$ cat config.mk
export PLATFORM = sky130hd
export DESIGN_NAME = weight_loader_flat
export DESIGN_NICKNAME = d
export VERILOG_FILES = /design/src/rtl/tpu_pkg.sv /design/src/rtl/weight_loader_if.sv /design/src/rtl/weight_loader.sv /design/src/flat_wrapper.sv
export SDC_FILE = /design/constraint.sdc
export NUM_CORES = 1
export LEC_CHECK = 0
export CAP_MARGIN = 20
export CORE_MARGIN = 5
export CORE_UTILIZATION = 50
export CTS_CLUSTER_SIZE = 24
export DETAILED_ROUTE_END_ITERATION = 16
export HOLD_SLACK_MARGIN = 0.15
export PLACE_DENSITY = 0.75
export SLEW_MARGIN = 15
export SYNTH_ARGS = -nofsm -noshare
export SYNTH_HDL_FRONTEND = slang
export SYNTH_SLANG_ARGS = --single-unit
$ cat constraint.sdc
create_clock -name clk -period 3.87 [get_ports clk]
set_input_delay 0.774 -clock clk [delete_from_list [all_inputs] [get_ports clk]]
set_output_delay 0.774 -clock clk [all_outputs]
set_load 0.01 [all_outputs]
$ cat src/rtl/tpu_pkg.sv
// Shared TPU definitions: systolic tile geometry and the weight loader state encoding.
package tpu_pkg;

    localparam int TILE_DIM   = 3;
    localparam int TILE_BYTES = TILE_DIM * TILE_DIM;

    typedef enum logic [2:0] {
        ST_IDLE = 3'd0,
        ST_REQ  = 3'd1,
        ST_WAIT = 3'd2,
        ST_PUSH = 3'd3,
        ST_FIN  = 3'd4
    } state_e;

endpackage

$ cat src/rtl/weight_loader_if.sv
// DRAM read port plus weight FIFO column push port of the weight loader.
interface weight_loader_if #(
    parameter int ADDR_W = 24
);

    logic              mem_req;
    logic [ADDR_W-1:0] mem_addr;
    logic              mem_gnt;
    logic              mem_rvalid;
    logic [7:0]        mem_rdata;
    logic              fifo_ready;
    logic              push_col0;
    logic              push_col1;
    logic              push_col2;
    logic [7:0]        push_data;

    modport master (
        output mem_req, mem_addr, push_col0, push_col1, push_col2, push_data,
        input  mem_gnt, mem_rvalid, mem_rdata, fifo_ready
    );

    modport slave (
        input  mem_req, mem_addr, push_col0, push_col1, push_col2, push_data,
        output mem_gnt, mem_rvalid, mem_rdata, fifo_ready
    );

endinterface

$ cat src/rtl/weight_loader.sv
// Streams num_tiles weight tiles byte by byte from DRAM into the per-column weight FIFO,
// one outstanding read at a time.
//
// state | meaning
// IDLE  | waiting for start
// REQ   | DRAM read request held until granted
// WAIT  | waiting for read data
// PUSH  | byte registered, waiting for fifo_ready to push it
// FIN   | job finished, done pulses next cycle
module weight_loader #(
    parameter int TILE_DIM = 3,
    parameter int ADDR_W   = 24
) (
    input  logic              clk,
    input  logic              rst,
    input  logic              start,
    input  logic [ADDR_W-1:0] base_addr,
    input  logic [7:0]        num_tiles,
    output logic              busy,
    output logic              done,
    weight_loader_if.master   bus
);
    import tpu_pkg::*;

    localparam logic [2:0] IDLE = ST_IDLE;
    localparam logic [2:0] REQ  = ST_REQ;
    localparam logic [2:0] WAIT = ST_WAIT;
    localparam logic [2:0] PUSH = ST_PUSH;
    localparam logic [2:0] FIN  = ST_FIN;

    localparam logic [7:0] LAST_BYTE = 8'(TILE_DIM * TILE_DIM - 1);
    localparam logic [7:0] DIM_B     = 8'(TILE_DIM);

    logic [2:0]        state;
    logic [ADDR_W-1:0] base_q;
    logic [ADDR_W-1:0] lin_q;
    logic [7:0]        num_q;
    logic [7:0]        tile_q;
    logic [7:0]        byte_q;
    logic [7:0]        data_q;
    logic              done_q;
    logic [7:0]        col;
    logic              push_fire;
    logic [7:0]        tile_next;

    assign push_fire = (state == PUSH) && bus.fifo_ready;
    assign col       = byte_q / DIM_B;
    assign tile_next = tile_q + 8'd1;

    assign bus.mem_req   = (state == REQ);
    assign bus.mem_addr  = base_q + lin_q;
    assign bus.push_col0 = push_fire && (col == 8'd0);
    assign bus.push_col1 = push_fire && (col == 8'd1);
    assign bus.push_col2 = push_fire && (col == 8'd2);
    assign bus.push_data = data_q;

    assign busy = (state != IDLE);
    assign done = done_q;

    always_ff @(posedge clk) begin
        if (rst) begin
            state  <= IDLE;
            base_q <= '0;
            lin_q  <= '0;
            num_q  <= '0;
            tile_q <= '0;
            byte_q <= '0;
            data_q <= '0;
            done_q <= 1'b0;
        end else begin
            // done follows FIN by one cycle so it lands after busy has dropped
            done_q <= (state == FIN);
            case (state)
                IDLE: begin
                    if (start) begin
                        base_q <= base_addr;
                        num_q  <= num_tiles;
                        lin_q  <= '0;
                        byte_q <= '0;
                        tile_q <= '0;
                        state  <= (num_tiles == 8'd0) ? FIN : REQ;
                    end
                end
                REQ: begin
                    if (bus.mem_gnt) state <= WAIT;
                end
                WAIT: begin
                    if (bus.mem_rvalid) begin
                        data_q <= bus.mem_rdata;
                        state  <= PUSH;
                    end
                end
                PUSH: begin
                    if (bus.fifo_ready) begin
                        lin_q <= lin_q + ADDR_W'(1);
                        if (byte_q == LAST_BYTE) begin
                            byte_q <= '0;
                            tile_q <= tile_next;
                            state  <= (tile_next == num_q) ? FIN : REQ;
                        end else begin
                            byte_q <= byte_q + 8'd1;
                            state  <= REQ;
                        end
                    end
                end
                FIN: state <= IDLE;
                default: state <= IDLE;
            endcase
        end
    end

endmodule

$ cat src/flat_wrapper.sv
// flat-port wrapper written by rule: the top's interface ports become plain ports
module weight_loader_flat import tpu_pkg::*;
#(
    parameter int TILE_DIM = 3,
    parameter int ADDR_W   = 24
)
  (clk, rst, start, base_addr, num_tiles, busy, done, bus_mem_req, bus_mem_addr, bus_push_col0, bus_push_col1, bus_push_col2, bus_push_data, bus_mem_gnt, bus_mem_rvalid, bus_mem_rdata, bus_fifo_ready);
  weight_loader_if #(.ADDR_W(ADDR_W)) bus_i ();
  input  logic clk;
  input  logic rst;
  input  logic start;
  input  logic [ADDR_W-1:0] base_addr;
  input  logic [7:0] num_tiles;
  output logic busy;
  output logic done;
  output wire logic [$bits(bus_i.mem_req)-1:0] bus_mem_req;
  output wire logic [$bits(bus_i.mem_addr)-1:0] bus_mem_addr;
  output wire logic [$bits(bus_i.push_col0)-1:0] bus_push_col0;
  output wire logic [$bits(bus_i.push_col1)-1:0] bus_push_col1;
  output wire logic [$bits(bus_i.push_col2)-1:0] bus_push_col2;
  output wire logic [$bits(bus_i.push_data)-1:0] bus_push_data;
  input wire logic [$bits(bus_i.mem_gnt)-1:0] bus_mem_gnt;
  input wire logic [$bits(bus_i.mem_rvalid)-1:0] bus_mem_rvalid;
  input wire logic [$bits(bus_i.mem_rdata)-1:0] bus_mem_rdata;
  input wire logic [$bits(bus_i.fifo_ready)-1:0] bus_fifo_ready;
  assign bus_mem_req = bus_i.mem_req;
  assign bus_mem_addr = bus_i.mem_addr;
  assign bus_push_col0 = bus_i.push_col0;
  assign bus_push_col1 = bus_i.push_col1;
  assign bus_push_col2 = bus_i.push_col2;
  assign bus_push_data = bus_i.push_data;
  assign bus_i.mem_gnt = bus_mem_gnt;
  assign bus_i.mem_rvalid = bus_mem_rvalid;
  assign bus_i.mem_rdata = bus_mem_rdata;
  assign bus_i.fifo_ready = bus_fifo_ready;
  weight_loader #(.TILE_DIM(TILE_DIM), .ADDR_W(ADDR_W)) u_core (.clk(clk), .rst(rst), .start(start), .base_addr(base_addr), .num_tiles(num_tiles), .busy(busy), .done(done), .bus(bus_i));
endmodule
Fig. 1: run 1, the metal 1 layer
Scale bar: 20 um. Supply wires on this layer in grey.
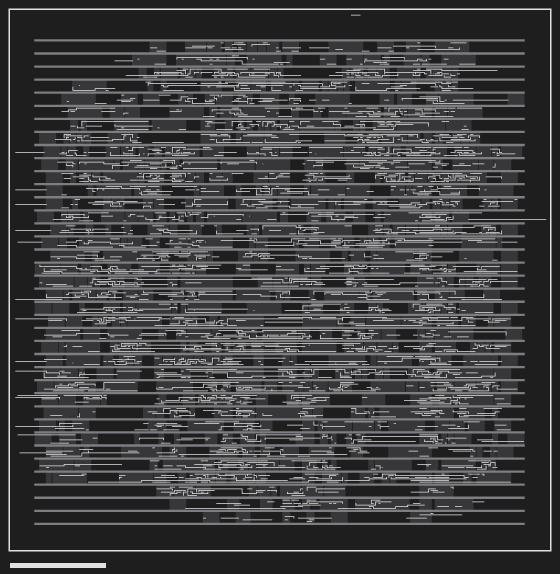
The layer carries 6030 um of wire. 781 nets have wire on it. The longest straight run is 30.4 um. The layer holds 43% of the routed length.

Fig. 2: run 1, drive-strength map
Scale bar: 20 um.
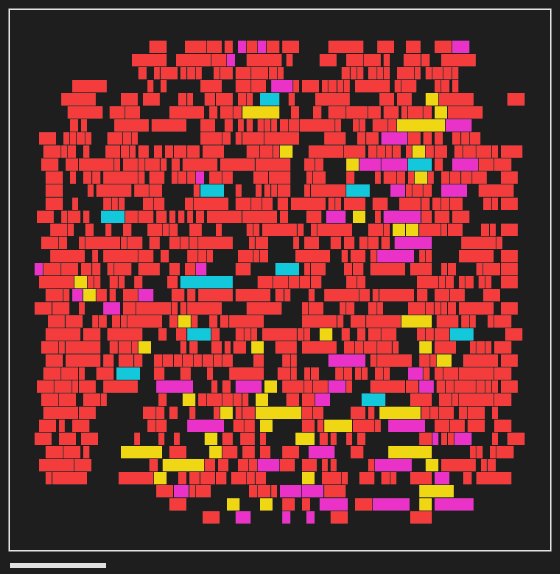
Yellow shows _3 and _4 cells, cells 41, most used buf_4. Magenta shows _2 cells, cells 46, most used dfxtp_2. Red shows _0 and _1 cells, cells 682, most used nand2_1. Cyan shows _6 and larger, cells 11, most used clkbuf_8.

Fig. 3: run 1, a small window of the routed layout
Scale bar: 10 um. Window x 36 to 76, y 14 to 54 um. Cells in grey, sequential cells in the stronger grey; small squares are vias.
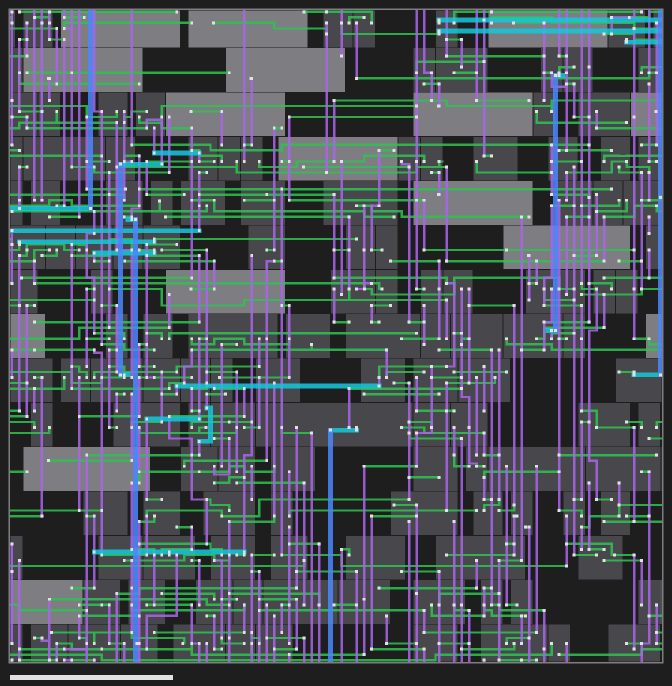
Purple shows metal 2. Green shows metal 1. Blue shows metal 4. Cyan shows metal 3.
Netlist names of flops here include `u_core.byte_q` (6), `u_core.lin_q` (4), `u_core.tile_q` (2). Sequential cells in the window: 13. Most frequent: nor2_1 (17), nand2_1 (11), buf_4 (11). 143 logic cells have their middle in the window.

==> flow_summary.json, run 1 <==
{
  "compound_area_share_pct": 19.0,
  "gp_congestion": 0.909,
  "tns_ns": 0,
  "ir_worst_vdd_mv": 0.264,
  "crit_family": "AND-OR/OR-AND gates",
  "synth-edff-count": 0,
  "cts.repair.resized": 32,
  "end_kind": "output port",
  "crit_chain": "ha_4, inv_2, fa_2, nor2b_2, o21a_1, o21ai_2, a31o_4, o41ai_4, buf_4, buf_6, a31oi_4, xnor2_1, buf_2",
  "antenna_cells": 0,
  "hp-class": "reg2reg",
  "p_leak_nw": 2.62,
  "num_vias": 5242,
  "powerSeq_uw": 937,
  "top_logic_kind": "simple AND/OR/NAND/NOR gates",
  "die_width_um": 112,
  "met3_usage_pct": 5.18,
  "cp_slowest_cell": "o41ai_4",
  "yosys.stat.seqShare_pct": 32.1,
  "combPwrFrac_pct": 21.5,
  "mux_area_share_pct": 1.93,
  "critPathLaunchType": "flop",
  "highest_layer": "met4",
  "fin_crit_ns": 3.79,
  "die_h_um": 112,
  "outcome": "complete, no violations",
  "grt_max_degree": 68,
  "p_sw_share_pct": 29.7,
  "die_area_sq_um": 12600,
  "synth.top_cell.area_share_pct": 32.1,
  "max_stage_delay_ns": 0.38,
  "top_cell": "nand2_1",
  "drt_iter0_drc": 343,
  "setup_viol": 0,
  "synthXorXnorAreaFrac_pct": 8.68,
  "buf_share_pct": 15.3,
  "crit_fanout": 4,
  "max_clock_freq_ghz": 0.264,
  "met1_usage_pct": 26.1,
  "clock_area_share_pct": 2.73,
  "wl_met2_um": 6910,
  "yosysChipArea_sq_um": 5250,
  "nFillCells": 899,
  "ys_cells": 683,
  "p_switching_uw": 586,
  "rsz0062_at_grt": "yes",
  "comb_area_sq_um": 3550,
  "cts_setup_buffers": 2,
  "p_clk_uw": 615,
  "max_slew_margin_pct": 43.3,
  "cts_tree": "done",
  "syn_to_final_growth_pct": 27.5,
  "seq_power_share_pct": 47.4,
  "ys_async_sr_fraction_pct": 0,
  "cp.arrival_ns": 3.01,
  "fp_nets": 759,
  "initial_core_util_pct": 51.0,
  "comb_share_pct": 53.0,
  "logic_gate_count": 553,
  "fin_area_sq_um": 6690,
  "adder_share_pct": 7.30,
  "skew_ns": 0.00935,
  "worst_slew_pin_slew_ns": 0.842,
  "grt_pass1_vias": 4973,
  "wl_met1_um": 6020,
  "largest_class": "combinational gates",
  "final_nets": 852,
  "rows": 37,
  "yosysTopAreaCell": "dfxtp_1",
  "cts_buffer_depth": 2,
  "largest_registers": "u_core.base_q x24, u_core.lin_q x24",
  "cts_buffers": 9,
  "common_cells": "nand2_1 (97), dfxtp_1 (84), nor2_1 (78)",
  "drtAntennaViolNets": 0,
  "final-max-slew-violation-count": 0,
  "crit_buf_inv": 4,
  "yosysUniqueCellTypes": 63,
  "drv_cap": 0,
  "seq_area_sq_um": 1700,
  "ys_ff": 84,
  "drt_wl_total_um": 14100,
  "drive_above_1_share_pct": 12.6,
  "critPathKind": "reg2out",
  "syn_avg_cell_area_sq_um": 7.68,
  "clkbuf_count": 11,
  "drt-wirelength-per-cell_um": 15.4,
  "clkTransAtPathRegs_ns": 0.08,
  "viasPerCell": 5.72,
  "syn_area_sq_um": 5250,
  "inverters": 16,
  "n_tap_cell": 136
}
-- run 1: layout by cell type (no fill, tap or decap), types with 3 or more instances in the layout --
cell type        instances
ha_2                     4
dfxtp_2                  9
a22oi_1                  3
nand2_1                 97
dfxtp_4                  3
nor2b_1                  8
mux2i_1                  9
and3_1                   9
clkdlybuf4s50_1         71
nor3_1                  10
a31oi_1                  6
a211oi_2                 4
ha_1                    24
xnor2_1                 32
xor2_1                  20
buf_4                   28
buf_2                    3
a21o_1                  10
a211oi_1                 4
dfxtp_1                 72
nor2_1                  77
o211ai_1                 3
nand2b_1                11
clkbuf_8                 9
nor3_2                   3
dlygate4sd2_1            3
or3_1                    8
nand3_1                 27
and2_1                   5
nand4_1                  8
o21ai_0                 25
nand3b_1                 4
inv_1                   15
nor4_1                   4
clkbuf_2                 3
o21bai_1                 4
a21oi_1                 72
nor3b_1                  6
-- run 1: stage by stage --
| step | total power, mW | hold slack [ns] | setup WS [ns] | utilization, % | std cells |
|---|---|---|---|---|---|
| after CTS | 1.98 | 0.464 | 0.00559 | 63.7 | 910 |
| final | 1.98 | 0.465 | 0.0839 | 65.1 | 916 |
| after floorplan | 1.19 | 0.440 | 0.570 | - | 683 |
| after detailed placement | 1.38 | 0.453 | -0.0729 | 61.0 | 893 |
| after global routing | 2.07 | 0.484 | -0.0292 | 65.1 | 916 |
| after global placement | 1.37 | 0.450 | 0.00798 | 61.0 | 893 |
-- run 1: path summary, 6_finish.rpt --
| path | startpoint | depth (start not counted) | end |
|---|---|---|---|
| worst max-delay path | u_core.lin_q[0] | 13 | bus_mem_addr[20] |
| worst min register to register | u_core.base_q[22] | 2 | u_core.base_q[22] |
| worst min-delay path | u_core.base_q[22] | 2 | u_core.base_q[22] |
| worst max register to register | u_core.state[0] | 6 | u_core.tile_q[6] |
==> run 2: changes to the inputs <==
- ABC_AREA: default -> 1
- CORE_MARGIN: 5 -> 8
==> run 2 against run 1 <==
  * Hold slack worse by 0.0011 ns
  * Via count down 0.97%
  * Critical path depth is 3 lower
  * Critical endpoint is now bus_mem_addr[22]
==> flow_summary.json, run 2 <==
{
  "yosysUniqueCellTypes": 42,
  "cts_buffers": 9,
  "initial_core_util_pct": 50.8,
  "synth-edff-count": 0,
  "viasPerCell": 5.31,
  "final_cell_mix": "nand2_1 (198), a21oi_1 (99), inv_1 (77), dfxtp_1 (77), clkdlybuf4s50_1 (76)",
  "drt_wl_total_um": 13400,
  "top_cell": "nand2_1",
  "drtAntennaViolNets": 0,
  "drive_above_1_share_pct": 8.31,
  "cts_tree": "done",
  "rsz0062_at_grt": "no",
  "skew_ns": 0.0135,
  "largest_class": "combinational gates",
  "fp_nets": 834,
  "n_tap_cell": 136,
  "cp_slowest_cell": "clkdlybuf4s50_1",
  "max_clock_freq_ghz": 0.268,
  "place_hpwl_um": 9930,
  "max_stage_delay_ns": 0.55,
  "synth.top_cell.area_share_pct": 32.7,
  "setup_viol": 0,
  "ys_async_sr_fraction_pct": 0,
  "antenna_cells": 0,
  "drv_cap": 0,
  "logic_gate_count": 570,
  "inverters": 85,
  "outcome": "complete, no violations",
  "final_util_pct": 62.5,
  "crit_cells": 10,
  "fin_crit_ns": 3.73,
  "num_vias": 5191,
  "clkTransAtPathRegs_ns": 0.09,
  "common_cells": "nand2_1 (198), a21oi_1 (102), dfxtp_1 (84)",
  "rows": 37,
  "crit_fanout": 5,
  "end_kind": "output port",
  "comb_area_sq_um": 3110,
  "grt_pass1_vias": 5087,
  "max_slew_margin_pct": 56.5,
  "syn_avg_cell_area_sq_um": 6.79,
  "gp_congestion": 0.855,
  "tns_ns": 0,
  "crit_family": "AND-OR/OR-AND gates",
  "mostFrequentLayoutCell": "nand2_1",
  "critPathLaunchType": "flop",
  "fin_area_sq_um": 6340,
  "syn_to_final_growth_pct": 23.2,
  "seq_area_sq_um": 1690,
  "nFillCells": 905,
  "drt_iter0_drc": 249,
  "critPathKind": "reg2out",
  "buf_share_pct": 13.6,
  "r2r_cells": 9,
  "p_leak_nw": 2.69,
  "clock_area_share_pct": 2.92,
  "cts_buffer_depth": 2,
  "crit_chain": "ha_1, a21oi_4, o21ai_0, a21oi_1, nand3_1, nand2_1, nand2_1, a21oi_1, xor2_1, clkdlybuf4s50_1",
  "largest_registers": "u_core.base_q x24, u_core.lin_q x24",
  "yosysChipArea_sq_um": 5150,
  "ys_ff": 84,
  "holdWs_ns": 0.464,
  "grt_max_degree": 58,
  "hold-path-cell-count": 2,
  "warnings": 28,
  "die_area_sq_um": 13800,
  "die_h_um": 117
}
==> run 2: what timing repair did <==
| item | in CTS | in global routing |
|---|---|---|
| hold buffers | 0 | 0 |
| pin swaps | 1 | 1 |
| endpoints found under the setup margin | 6 | 8 |
| endpoints found under the hold margin | 0 | 0 |
| buffers inserted | 1 | 1 |
| resized | 5 | 21 |
==> run 2: worst paths after layout <==
check / from / to / slack [ns]
setup / recovery: u_core.lin_q[15] / bus_mem_addr[22] / 0.14
hold / removal: u_core.bus.push_data[2] / u_core.bus.push_data[2] / 0.46
setup reg to reg: u_core.state[2] / u_core.lin_q[9] / 1.70
hold reg to reg: u_core.bus.push_data[2] / u_core.bus.push_data[2] / 0.46
==> run 2: layer usage <==
layer / GRT usage (%) / vias to the layer above / share of wire [%]
met5: 0 / - / 0
met4: 6.24 / 0 / 1.3
met3: 3.88 / 17 / 4.8
met2: 33.6 / 127 / 49
met1: 22.1 / 2367 / 45
li1: - / 2680 / -
==> run 2: metrics by stage <==
| step | std cells | setup slack (ns) |
|---|---|---|
| global route | 978 | 0.00794 |
| global placement | 960 | 0.298 |
| detailed placement | 960 | 0.192 |
| floorplan | 758 | 0.982 |
| finish | 978 | 0.137 |
| CTS | 977 | 0.0137 |
==> run 2: cells by family (layout without fill, tap and decap cells) <==
kind of cell / after synthesis / after routing / synth area share [%]
and+or+nand+nor: 352 / 352 / 30.5
adders and majority gates: 30 / 30 / 7.44
DFF: 84 / 84 / 32.7
xor gates and xnor gates: 26 / 26 / 4.43
AOI/OAI and AO/OA: 162 / 162 / 17.0
buffers and inverters: 104 / 188 / 7.95
==> run 2: power breakdown <==
group	total (mW)	switching (mW)	internal (mW)
Sequential	1.01	0.0572	0.958
Combinational	0.858	0.523	0.335
Clock	0.597	0.343	0.254
Fig. 4: run 2, routing congestion map
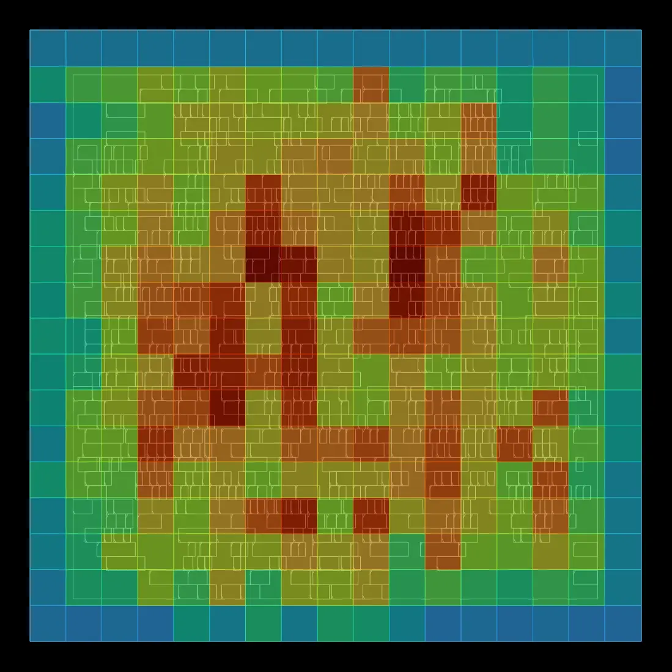
wire length per cell: 13.7 um
met3 Use GR: 3.88%

Fig. 5: run 2, the metal 1 layer
Scale bar: 20 um. Supply wires on this layer in grey.
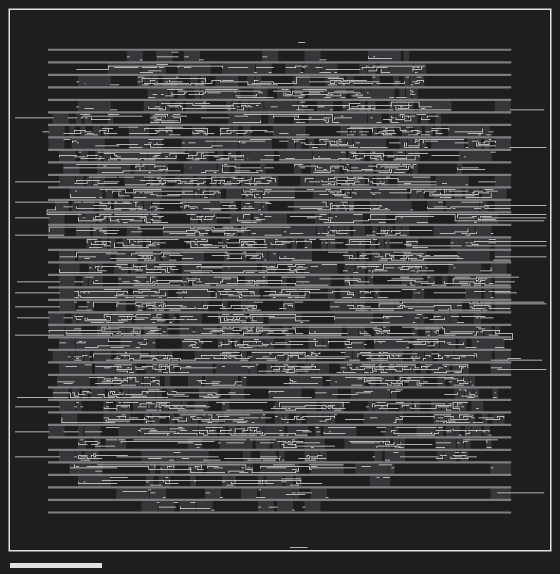
The layer holds 45% of the routed length. The longest straight run is 43.2 um.

Fig. 6: run 2, a small window of the routed layout
Scale bar: 10 um. Window x 39 to 79, y 15 to 55 um. Cells in grey, sequential cells in the stronger grey; small squares are vias.
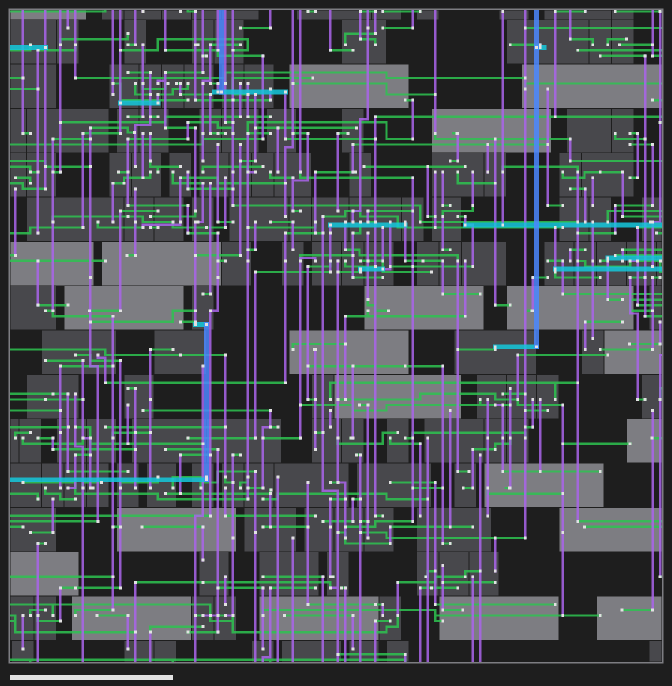
Blue shows metal 4. Purple shows metal 2. Cyan shows metal 3. Green shows metal 1.
Sequential cells in the window: 18. Most frequent: nand2_1 (27), a21oi_1 (18). 133 logic cells have their middle in the window. Netlist names of flops here include `u_core.lin_q` (9), `u_core.base_q` (5), `u_core.byte_q` (4).

==> run 3: changes to the inputs <==
- CORE_MARGIN: 8 -> 4
==> run 3 against run 2 <==
  * Flip-flop count did not move
  * Largest power group unchanged
  * Cell area fell by 0.36%
  * Synthesized cell count did not move
  * Clock skew barely moved
  * Largest cell class unchanged
  * Critical endpoint unchanged
  * Maximum frequency rose by 0.82%
  * Hold slack barely moved
  * Clock power rose by 8.4%
  * Global-route usage rose by 2.9 points
  * Sequential power barely moved
  * Wire length fell by 4.5%
==> flow_summary.json, run 3 <==
{
  "drt-wirelength-per-cell_um": 13.1,
  "rrSetupSlack_ns": 1.70,
  "synthFlopType": "dfxtp_1",
  "die_h_um": 109,
  "gp_congestion": 0.838,
  "worst_slew_pin_slew_ns": 0.641,
  "synthXorXnorAreaFrac_pct": 4.42,
  "cts_setup_buffers": 1,
  "cts_buffer_depth": 2,
  "die_area_sq_um": 12000,
  "power.density_nw_per_um2": 398,
  "grt_first_pass_wirelength_um": 21400,
  "io-pin-count": 84,
  "drv_cap": 0,
  "crit_chain": "ha_1, nand2_1, nor4_1, o21ai_0, nand3_1, nand2_1, nand2_1, a21oi_1, xor2_1, clkdlybuf4s50_1",
  "cp_data_required_time_ns": 3.10,
  "ys_cells": 758,
  "yosysChipArea_sq_um": 5150,
  "hp-class": "reg2reg",
  "final-max-slew-violation-count": 0,
  "clkSinkCount": 84,
  "clkTransAtPathRegs_ns": 0.08,
  "top_cell": "nand2_1",
  "end_kind": "output port",
  "place_inst": 957,
  "fin_crit_ns": 3.70,
  "core_area_sq_um": 9910,
  "cts.repair.resized": 6,
  "mostFrequentLayoutCell": "nand2_1",
  "clkLatencyLatePin_ns": 0.36,
  "critPathKind": "reg2out",
  "rsz0062_at_grt": "no",
  "initial_core_util_pct": 51.9,
  "r2r_cells": 9,
  "drtAntennaViolNets": 0,
  "endpoint": "bus_mem_addr[22]",
  "place_hpwl_um": 9570,
  "final_cells": 976,
  "antenna_cells": 0,
  "regToRegEndpoint": "u_core.lin_q[9]",
  "synth.top_cell.area_share_pct": 32.7,
  "cp.arrival_ns": 2.93,
  "grt_pass1_vias": 4994,
  "final_cell_mix": "nand2_1 (196), a21oi_1 (102), dfxtp_1 (79), inv_1 (77), clkdlybuf4s50_1 (76)",
  "syn_avg_cell_area_sq_um": 6.79,
  "yosysTopAreaCell": "dfxtp_1",
  "holdBufCountCts": 0,
  "max_stage_delay_ns": 0.56,
  "drt_iter0_drc": 256,
  "synth_simple_gate_area_share_pct": 30.5,
  "ir_worst_vdd_mv": 0.233,
  "viasPerCell": 5.31,
  "crit_family": "simple AND/OR/NAND/NOR gates",
  "warnings": 28,
  "setup_viol": 0,
  "ys_async_sr_fraction_pct": 0,
  "crit_buf_inv": 1,
  "yosysUniqueCellTypes": 42,
  "rows": 36,
  "skew_ns": 0.0135,
  "port_buffers": 83,
  "tns_ns": 0,
  "holdWs_ns": 0.465,
  "antenna_found_initial": 0,
  "largest_registers": "u_core.base_q x24, u_core.lin_q x24",
  "p_leak_nw": 2.70,
  "mux_area_share_pct": 0,
  "fp_nets": 834,
  "synth-edff-count": 0,
  "cp_slowest_cell": "clkdlybuf4s50_1",
  "syn_inst": 758,
  "clockRootBuffer": "clkbuf_8",
  "cts_buffers": 9,
  "fin_total_pwr_mw": 2.51,
  "grt_overflow": 0,
  "yosys.stat.seqShare_pct": 32.7,
  "crit_cells": 10,
  "top_cells_by_area": "dfxtp_1 (33%), nand2_1 (14%), a21oi_1 (9.9%)",
  "adder_share_pct": 7.44,
  "final_util_pct": 63.8,
  "r2r_start": "u_core.state[2]",
  "grt_usage_pct": 21.8,
  "crit_fanout": 6,
  "cts_tree": "done",
  "path_common_cell": "nand2_1",
  "cts_max_level": 3,
  "critPathLaunchType": "flop",
  "max_slew_margin_pct": 57.3,
  "first_pass_iters": 6,
  "drive_above_1_share_pct": 7.47,
  "compound_area_share_pct": 17.0,
  "grt_max_degree": 58,
  "dpl_worst_slack_ns": 0.232,
  "syn_area_sq_um": 5150,
  "fin_area_sq_um": 6320,
  "max_clock_freq_ghz": 0.270,
  "yosys_warnings": 0,
  "cp-startpoint": "u_core.lin_q[16]",
  "placed_area_sq_um": 6060,
  "common_cells": "nand2_1 (198), a21oi_1 (102), dfxtp_1 (84)",
  "ys_ff": 84,
  "hold_viol_final": 0,
  "drc_errors": 0,
  "top_logic_kind": "simple AND/OR/NAND/NOR gates",
  "die_width_um": 109,
  "final_nets": 914,
  "outcome": "complete, no violations",
  "min_period_over_period_pct": 95.7
}
-- run 3: cell type report --
cell class / instances / area, sq um
Fill cell: 894 / 3590
Inverter: 85 / 320
Sequential cell: 84 / 1690
Timing Repair Buffer: 88 / 875
Clock buffer: 11 / 141
Tap cell: 133 / 166
Multi-Input combinational cell: 570 / 3060
Clock inverter: 5 / 61.3
-- run 3: kinds of logic after synthesis --
kind of cell / count (synthesis)
xor gates and xnor gates: 26
buffers and inverters: 104
and+or+nand+nor: 352
DFF: 84
adders and majority gates: 30
AOI/OAI and AO/OA: 162
-- run 3: worst min path at each step --
stage | end | slack (ns) | depth (start not counted) | start
floorplan | u_core.done | 0.44 | 1 | u_core.state[1]
global placement | u_core.bus.push_data[1] | 0.45 | 2 | u_core.bus.push_data[1]
detailed placement | u_core.bus.push_data[2] | 0.45 | 2 | u_core.bus.push_data[2]
CTS | u_core.bus.push_data[2] | 0.47 | 2 | u_core.bus.push_data[2]
global route | u_core.bus.push_data[2] | 0.49 | 2 | u_core.bus.push_data[2]
finish | u_core.bus.push_data[2] | 0.46 | 2 | u_core.bus.push_data[2]
-- run 3: report_power, final --
| part | leakage, nW | switching (mW) | internal, mW |
|---|---|---|---|
| Combinational | 1.91 | 0.514 | 0.336 |
| Clock | 0.103 | 0.328 | 0.319 |
| Sequential | 0.685 | 0.0575 | 0.958 |
-- run 3: layer usage --
| layer | vias to the layer above | global-route usage [%] | share of wire (%) |
|---|---|---|---|
| met4 | 0 | 8.19 | 2.1 |
| met1 | 2343 | 25.6 | 44 |
| met3 | 23 | 3.17 | 5.3 |
| met2 | 135 | 39.8 | 49 |
| met5 | - | 0 | 0 |
| li1 | 2682 | - | - |
Fig. 7: run 3, drive-strength map
Scale bar: 20 um.
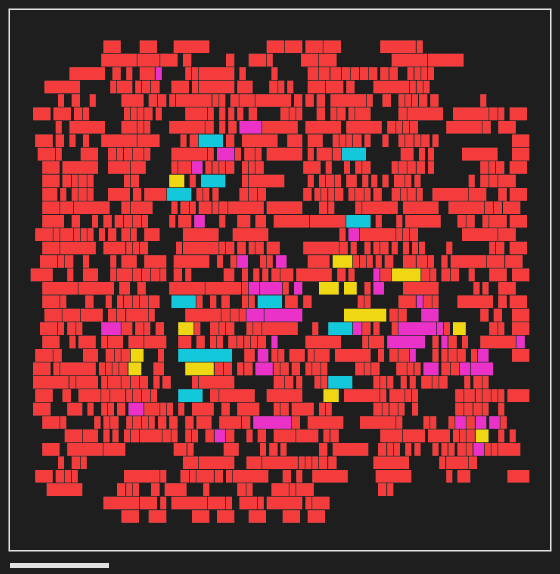
Yellow shows _3 and _4 cells, cells 13, most used buf_4. Cyan shows _6 and larger, cells 11, most used clkbuf_8. Red shows _0 and _1 cells, cells 780, most used nand2_1. Magenta shows _2 cells, cells 39, most used nand2_2.
final worst slack: 0.167 ns
area grow syn2layout: 22.8%

Fig. 8: run 3, M2 wires
Scale bar: 20 um.
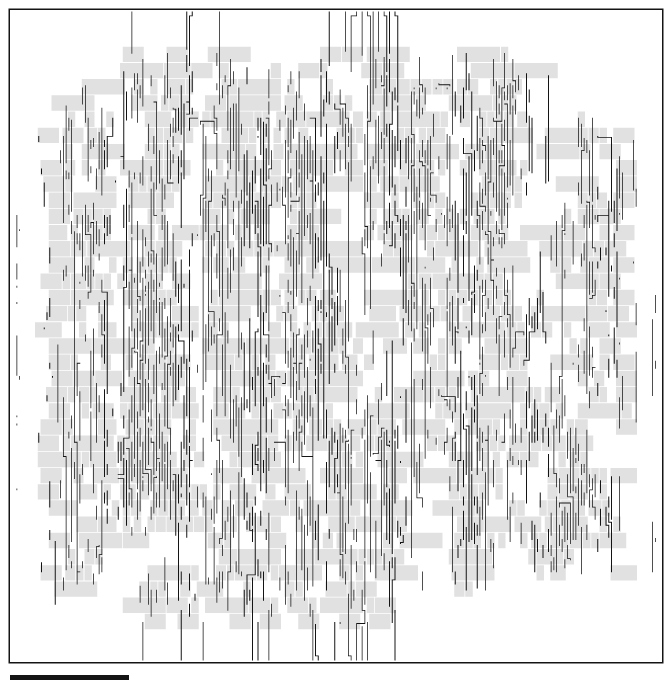
The layer holds 49% of the routed length. The layer carries 6250 um of wire. The wires run mostly vertical.
via count: 5183
M2 GR Usage: 39.8%
final WL: 12800 um

Fig. 9: run 3, a small window of the routed layout
Scale bar: 10 um. Window x 35 to 75, y 13 to 53 um. Cells in grey, sequential cells in the stronger grey; small squares are vias.
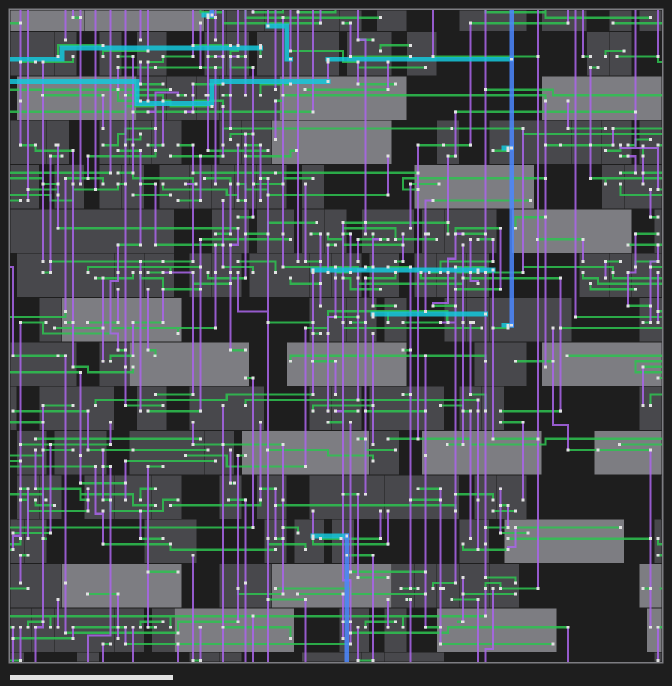
Blue shows metal 4. Cyan shows metal 3. Purple shows metal 2. Green shows metal 1.
Netlist names of flops here include `u_core.lin_q` (10), `u_core.base_q` (4), `u_core.byte_q` (4). Sequential cells in the window: 18. 136 logic cells have their middle in the window. Most frequent: nand2_1 (24), a21oi_1 (21).

Power figures rest on the tool's default switching activity, not on a simulated workload.
